### src/rtl/cpu_pkg.sv
// Shared definitions for the fetch stage: branch codes, fetch FSM states and
// opcode field helpers used by the fetch unit and its next-PC logic.
package cpu_pkg;

    localparam logic [1:0] BR_NONE = 2'b00;
    localparam logic [1:0] BR_COND = 2'b01;
    localparam logic [1:0] BR_JUMP = 2'b10;
    localparam logic [1:0] BR_CALL = 2'b11;

    localparam logic [5:0] HALT_OPCODE_DFLT = 6'b111111;
    localparam int         OPC_HI           = 31;
    localparam int         OPC_LO           = 26;

    typedef enum logic [1:0] {
        FETCH = 2'd0,
        EXEC  = 2'd1,
        HALT  = 2'd2
    } fetch_state_t;

    function automatic logic [5:0] opcode_of(input logic [31:0] word);
        return word[OPC_HI:OPC_LO];
    endfunction

endpackage

### src/rtl/instr_fetch_unit_if.sv
// Instruction-memory request/ready bus between the fetch unit (master) and
// the instruction memory (slave).
interface instr_fetch_unit_if #(
    parameter int ADDR_W = 32
);
    logic              imem_req;
    logic [ADDR_W-1:0] imem_addr;
    logic [31:0]       imem_rdata;
    logic              imem_ready;

    modport master (
        output imem_req,
        output imem_addr,
        input  imem_rdata,
        input  imem_ready
    );

    modport slave (
        input  imem_req,
        input  imem_addr,
        output imem_rdata,
        output imem_ready
    );
endinterface

### src/rtl/instr_fetch_unit_next_pc_calc.sv
// Combinational next-PC selection: sequential, conditional branch, jump/call.
// Offsets are word offsets, sign-extended before scaling; sums wrap mod 2^ADDR_W.
module next_pc_calc
    import cpu_pkg::*;
#(
    parameter int ADDR_W = 32
) (
    input  logic [ADDR_W-1:0] pc,
    input  logic [25:0]       offset_field,
    input  logic [1:0]        branch,
    input  logic              cond_flag,
    output logic [ADDR_W-1:0] seq_pc,
    output logic [ADDR_W-1:0] next_pc
);

    logic [ADDR_W-1:0] off_short;
    logic [ADDR_W-1:0] off_long;

    // Scaling by 4 is folded into the concatenation to keep widths exact.
    assign off_short = {{(ADDR_W-18){offset_field[15]}}, offset_field[15:0], 2'b00};
    assign off_long  = {{(ADDR_W-28){offset_field[25]}}, offset_field[25:0], 2'b00};
    assign seq_pc    = pc + ADDR_W'(4);

    always_comb begin
        next_pc = seq_pc;
        unique case (branch)
            BR_NONE: next_pc = seq_pc;
            BR_COND: next_pc = cond_flag ? (seq_pc + off_short) : seq_pc;
            BR_JUMP: next_pc = seq_pc + off_long;
            BR_CALL: next_pc = seq_pc + off_long;
            default: next_pc = seq_pc;
        endcase
    end

endmodule

### src/rtl/instr_fetch_unit.sv
// Fetch / next-PC stage: owns the PC, fetches over req/ready, holds the
// instruction for decode and retires it on ex_done with branch/call handling.
//
// state | meaning
// FETCH | request outstanding at pc, waiting for imem_ready
// EXEC  | instr held for decode/execute, waiting for ex_done
// HALT  | halt opcode fetched, idle until reset
module instr_fetch_unit
    import cpu_pkg::*;
#(
    parameter int          ADDR_W      = 32,
    parameter logic [31:0] RESET_PC    = 32'h0000_0000,
    parameter logic [5:0]  HALT_OPCODE = HALT_OPCODE_DFLT
) (
    input  logic                clk,
    input  logic                rst_n,
    instr_fetch_unit_if.master  imem,
    output logic [31:0]         instr,
    output logic                instr_valid,
    input  logic                ex_done,
    input  logic [1:0]          branch,
    input  logic                cond_flag,
    output logic [ADDR_W-1:0]   pc,
    output logic [ADDR_W-1:0]   link_addr,
    output logic                link_we,
    output logic                halted
);

    fetch_state_t      state;
    fetch_state_t      state_nxt;
    logic              capture;
    logic              is_halt;
    logic              retire;
    logic [ADDR_W-1:0] seq_pc;
    logic [ADDR_W-1:0] next_pc;

    assign capture = (state == FETCH) && imem.imem_ready;
    assign is_halt = (opcode_of(imem.imem_rdata) == HALT_OPCODE);
    assign retire  = (state == EXEC) && ex_done;

    next_pc_calc #(
        .ADDR_W (ADDR_W)
    ) u_next_pc (
        .pc           (pc),
        .offset_field (instr[25:0]),
        .branch       (branch),
        .cond_flag    (cond_flag),
        .seq_pc       (seq_pc),
        .next_pc      (next_pc)
    );

    always_ff @(posedge clk or negedge rst_n) begin
        if (!rst_n) begin
            state <= FETCH;
        end else begin
            state <= state_nxt;
        end
    end

    always_comb begin
        state_nxt = state;
        unique case (state)
            FETCH: begin
                if (capture) begin
                    state_nxt = is_halt ? HALT : EXEC;
                end
            end
            EXEC: begin
                if (ex_done) begin
                    state_nxt = FETCH;
                end
            end
            HALT:    state_nxt = HALT;
            default: state_nxt = FETCH;
        endcase
    end

    // Request and link strobe are gated by rst_n so they drop the instant
    // reset asserts, even though the state register resets to FETCH.
    always_comb begin
        imem.imem_req  = rst_n && (state == FETCH);
        imem.imem_addr = pc;
        halted         = (state == HALT);
        link_we        = rst_n && retire && (branch == BR_CALL);
    end

    always_ff @(posedge clk or negedge rst_n) begin
        if (!rst_n) begin
            pc          <= ADDR_W'(RESET_PC);
            instr       <= 32'h0;
            instr_valid <= 1'b0;
            link_addr   <= '0;
        end else begin
            if (capture) begin
                instr       <= imem.imem_rdata;
                instr_valid <= !is_halt;
            end
            if (retire) begin
                pc          <= next_pc;
                instr_valid <= 1'b0;
                if (branch == BR_CALL) begin
                    link_addr <= seq_pc;
                end
            end
        end
    end

endmodule

### src/flat_wrapper.sv
// flat-port wrapper written by rule: the top's interface ports become plain ports
module instr_fetch_unit_flat import cpu_pkg::*;
#(
    parameter int          ADDR_W      = 32,
    parameter logic [31:0] RESET_PC    = 32'h0000_0000,
    parameter logic [5:0]  HALT_OPCODE = HALT_OPCODE_DFLT
)
  (clk, rst_n, instr, instr_valid, ex_done, branch, cond_flag, pc, link_addr, link_we, halted, imem_imem_req, imem_imem_addr, imem_imem_rdata, imem_imem_ready);
  instr_fetch_unit_if #(.ADDR_W(ADDR_W)) imem_i ();
  input  logic clk;
  input  logic rst_n;
  output logic [31:0] instr;
  output logic instr_valid;
  input  logic ex_done;
  input  logic [1:0] branch;
  input  logic cond_flag;
  output logic [ADDR_W-1:0] pc;
  output logic [ADDR_W-1:0] link_addr;
  output logic link_we;
  output logic halted;
  output wire logic [$bits(imem_i.imem_req)-1:0] imem_imem_req;
  output wire logic [$bits(imem_i.imem_addr)-1:0] imem_imem_addr;
  input wire logic [$bits(imem_i.imem_rdata)-1:0] imem_imem_rdata;
  input wire logic [$bits(imem_i.imem_ready)-1:0] imem_imem_ready;
  assign imem_imem_req = imem_i.imem_req;
  assign imem_imem_addr = imem_i.imem_addr;
  assign imem_i.imem_rdata = imem_imem_rdata;
  assign imem_i.imem_ready = imem_imem_ready;
  instr_fetch_unit #(.ADDR_W(ADDR_W), .RESET_PC(RESET_PC), .HALT_OPCODE(HALT_OPCODE)) u_core (.clk(clk), .rst_n(rst_n), .imem(imem_i), .instr(instr), .instr_valid(instr_valid), .ex_done(ex_done), .branch(branch), .cond_flag(cond_flag), .pc(pc), .link_addr(link_addr), .link_we(link_we), .halted(halted));
endmodule
### config.mk
export PLATFORM = sky130hd
export DESIGN_NAME = instr_fetch_unit_flat
export DESIGN_NICKNAME = d
export VERILOG_FILES = /design/src/rtl/cpu_pkg.sv /design/src/rtl/instr_fetch_unit_if.sv /design/src/rtl/instr_fetch_unit_next_pc_calc.sv /design/src/rtl/instr_fetch_unit.sv /design/src/flat_wrapper.sv
export SDC_FILE = /design/constraint.sdc
export NUM_CORES = 1
export LEC_CHECK = 0
export ABC_AREA = 1
export CORE_MARGIN = 1
export CORE_UTILIZATION = 45
export DETAILED_ROUTE_END_ITERATION = 8
export GPL_TIMING_DRIVEN = 0
export PLACE_DENSITY = 0.71
export SYNTH_ARGS = -nofsm -noshare
export SYNTH_HDL_FRONTEND = slang
export SYNTH_SLANG_ARGS = --single-unit
### constraint.sdc
create_clock -name clk -period 4.2 [get_ports clk]
set_input_delay 0.84 -clock clk [delete_from_list [all_inputs] [get_ports clk]]
set_output_delay 0.84 -clock clk [all_outputs]
set_load 0.05 [all_outputs]
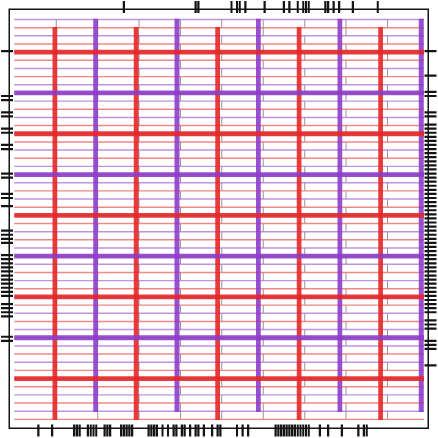
Fig. 1. Power grid.
Scale: 3 px per µm. Pins as bars on the die edge. Tap cells in grey.
legend:
  purple:
    net: VDD
  red:
    net: VSS
rows: 49
tap cells: 229
signal pins: 171

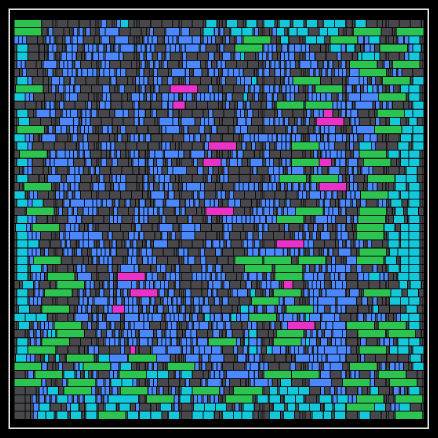
Fig. 2. Cell classes on the final placement.
Scale: 3 px per µm. Fill, decap, tap and diode cells in grey.
legend:
  magenta:
    class: clock drivers and dummy loads
    cells: 16
  blue:
    class: all other logic
    cells: 1185
  cyan:
    class: other buffers and delay cells
    cells: 225
  green:
    class: flip-flops
    cells: 95

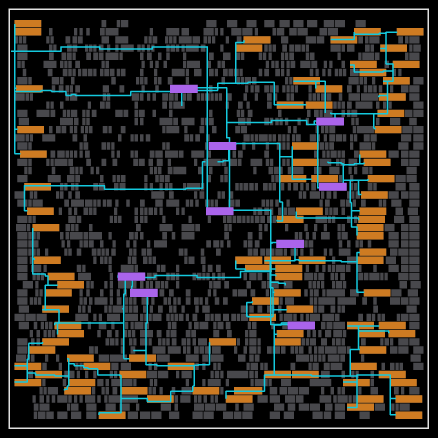
Fig. 3. Clock network drawn from the DEF.
Scale: 3 px per µm.
legend:
  orange:
    item: flip-flops
    count: 95
  cyan:
    item: clock wires
    length: 1510 µm
  purple:
    item: cells driving clock nets
    count: 9
routed clock nets: 10
Skew-Pair Late Insertion Delay: 0.37 ns
Final Skew: 0.0161 ns

==> changes_impl.md <==
### Metrics

- CTS buffer count: 9
- Worst r2r src: u_core.imem.imem_addr[2]
- # Cells Yosys: 1333
- Tap cells: 229
- Post-synth EDFFs: 0
- OpenROAD warning count: 30
- Critical Path Source Type: primary input
- Routed wl met2: 13.3 mm
- Final Max Tran Viols: 0
- Cell count after synthesis: 1333
- Flop count: 95
- TritonCTS clock tree: yes
- Slowest cell on crit path: clkdlybuf4s50_1
- Type of the tightest min-delay check: in -> async
- Final worst path period share: 95.1%
- Top cell excl fill/tap: nand2_1
- Violated checks: design-rule violations
- Final std cells w/o fill: 1750
- Pre-antenna DRT Iters: 8
- Post-synth ARST share: 100%
- MaxCap Viol Count: 0
- Hold buffers post-CTS: 0
- Crit path to: link_we
- Share of layout cells above drive strength 1: 7.96%
- # IOs: 171
- Clk sinks: 95
- CP arrival: 3.15 ns
- CP required: 3.36 ns
- RD Place Congestion: 0.937
- Pin slew with the least headroom to its limit: 0.860 ns
- Reg2reg end: u_core.imem.imem_addr[27]
- Met3 wire length: 2.00 mm
- Logic Gate Count: 997
- WP depth: 10
- Seq/Total Area, Yosys: 28.1%
- DRC Markers: 16
- Final worst setup slack: 0.207 ns
- Top Family by Delay on Critical Path: buffers and inverters
- Synth area leader: dfrtp_1
- Clock buffer depth: 2
- Top sig layer: met4
- Synth warn: 0
- Sequential share of cell area: 22.1%
- Min Tclk post-route: 3.99 ns
- Syn Area/Cell: 6.35 µm²
- Crit Path Max Fanout: 10
- Synth Cell Area: 8470 µm²
- Most flops, register: u_core.instr
- Placed cell area: 10400 µm²
- CP peak stage delay: 0.48 ns
- Worst slack at placement: -0.409 ns
- Fraction of area in multi-input gates: 46.7%
- Post-route antenna net violation count: 0
- Ys flop type: dfrtp_1
- Top cells, area: dfrtp_1 28%, nand2_1 21%, inv_1 7.9%
- Dpl cells: 1732
- Post-synth top cells: 479 x nand2_1, 179 x inv_1, 95 x dfrtp_1
- Status: complete, but fails checks
- MI comb area: 5030 µm²
- Yosys aoi share: 11.8%
- Largest net degree at the start of global routing: 72
- Fp util: 46.5%
- Non-Clock Buffer Area Fraction: 19.1%
- Chip area: 19400 µm²
- Top Layout Cells: 479 x nand2_1, 179 x inv_1, 162 x clkdlybuf4s50_1, 94 x nor2_1, 94 x dfrtp_1
- Wl on met1: 13.6 mm
- Non-clk bufs: 225
- H-tree Lvls: 3
- CP Launch Point: ex_done
- Area Overhead vs Synth: 27.1%
- Row count: 49
- Max-area cell share: 28.1%
- Slew HR: 42.5%
- Yosys stat area: 8470 µm²
- Yosys simple share: 38.3%
- Core area: 18200 µm²
- Vias in the first global route: 8470
- Adder share: 7.18%
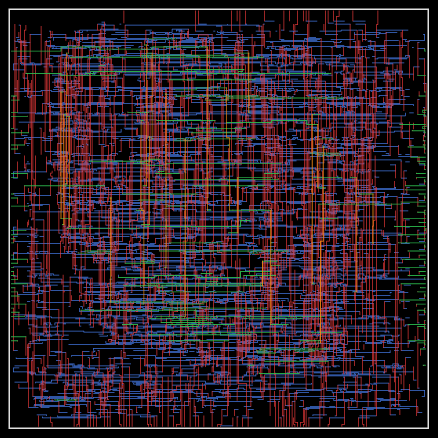
Fig. 4. Wiring by layer.
Scale: 3 px per µm.
legend:
  orange:
    layer: met4
    wire_length: 856 µm
  blue:
    layer: met1
    wire_length: 13600 µm
  red:
    layer: met2
    wire_length: 13300 µm
  green:
    layer: met3
    wire_length: 2000 µm
drt total wl: 29.7 mm
via count: 9124
routed wire length per instance: 17.0 µm
GRT Total Usage: 31.5%

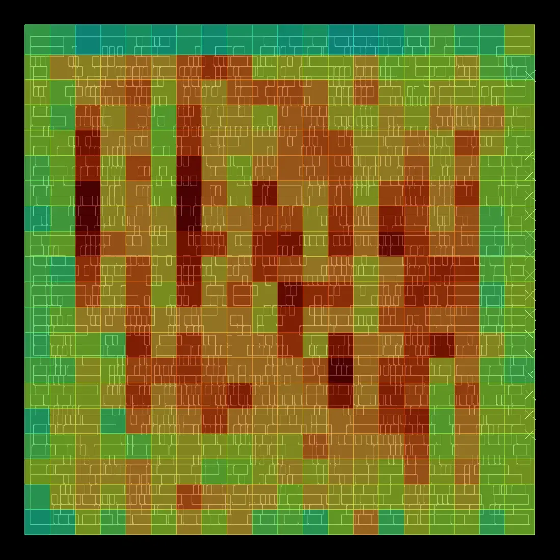
Fig. 5. Track usage over the die.
GRT met3 Usage: 5.21%
utilization after layout: 59.1%
met1 Use GR: 43.2%
M2 GR Usage: 49.8%
grt peak-use layer: met2

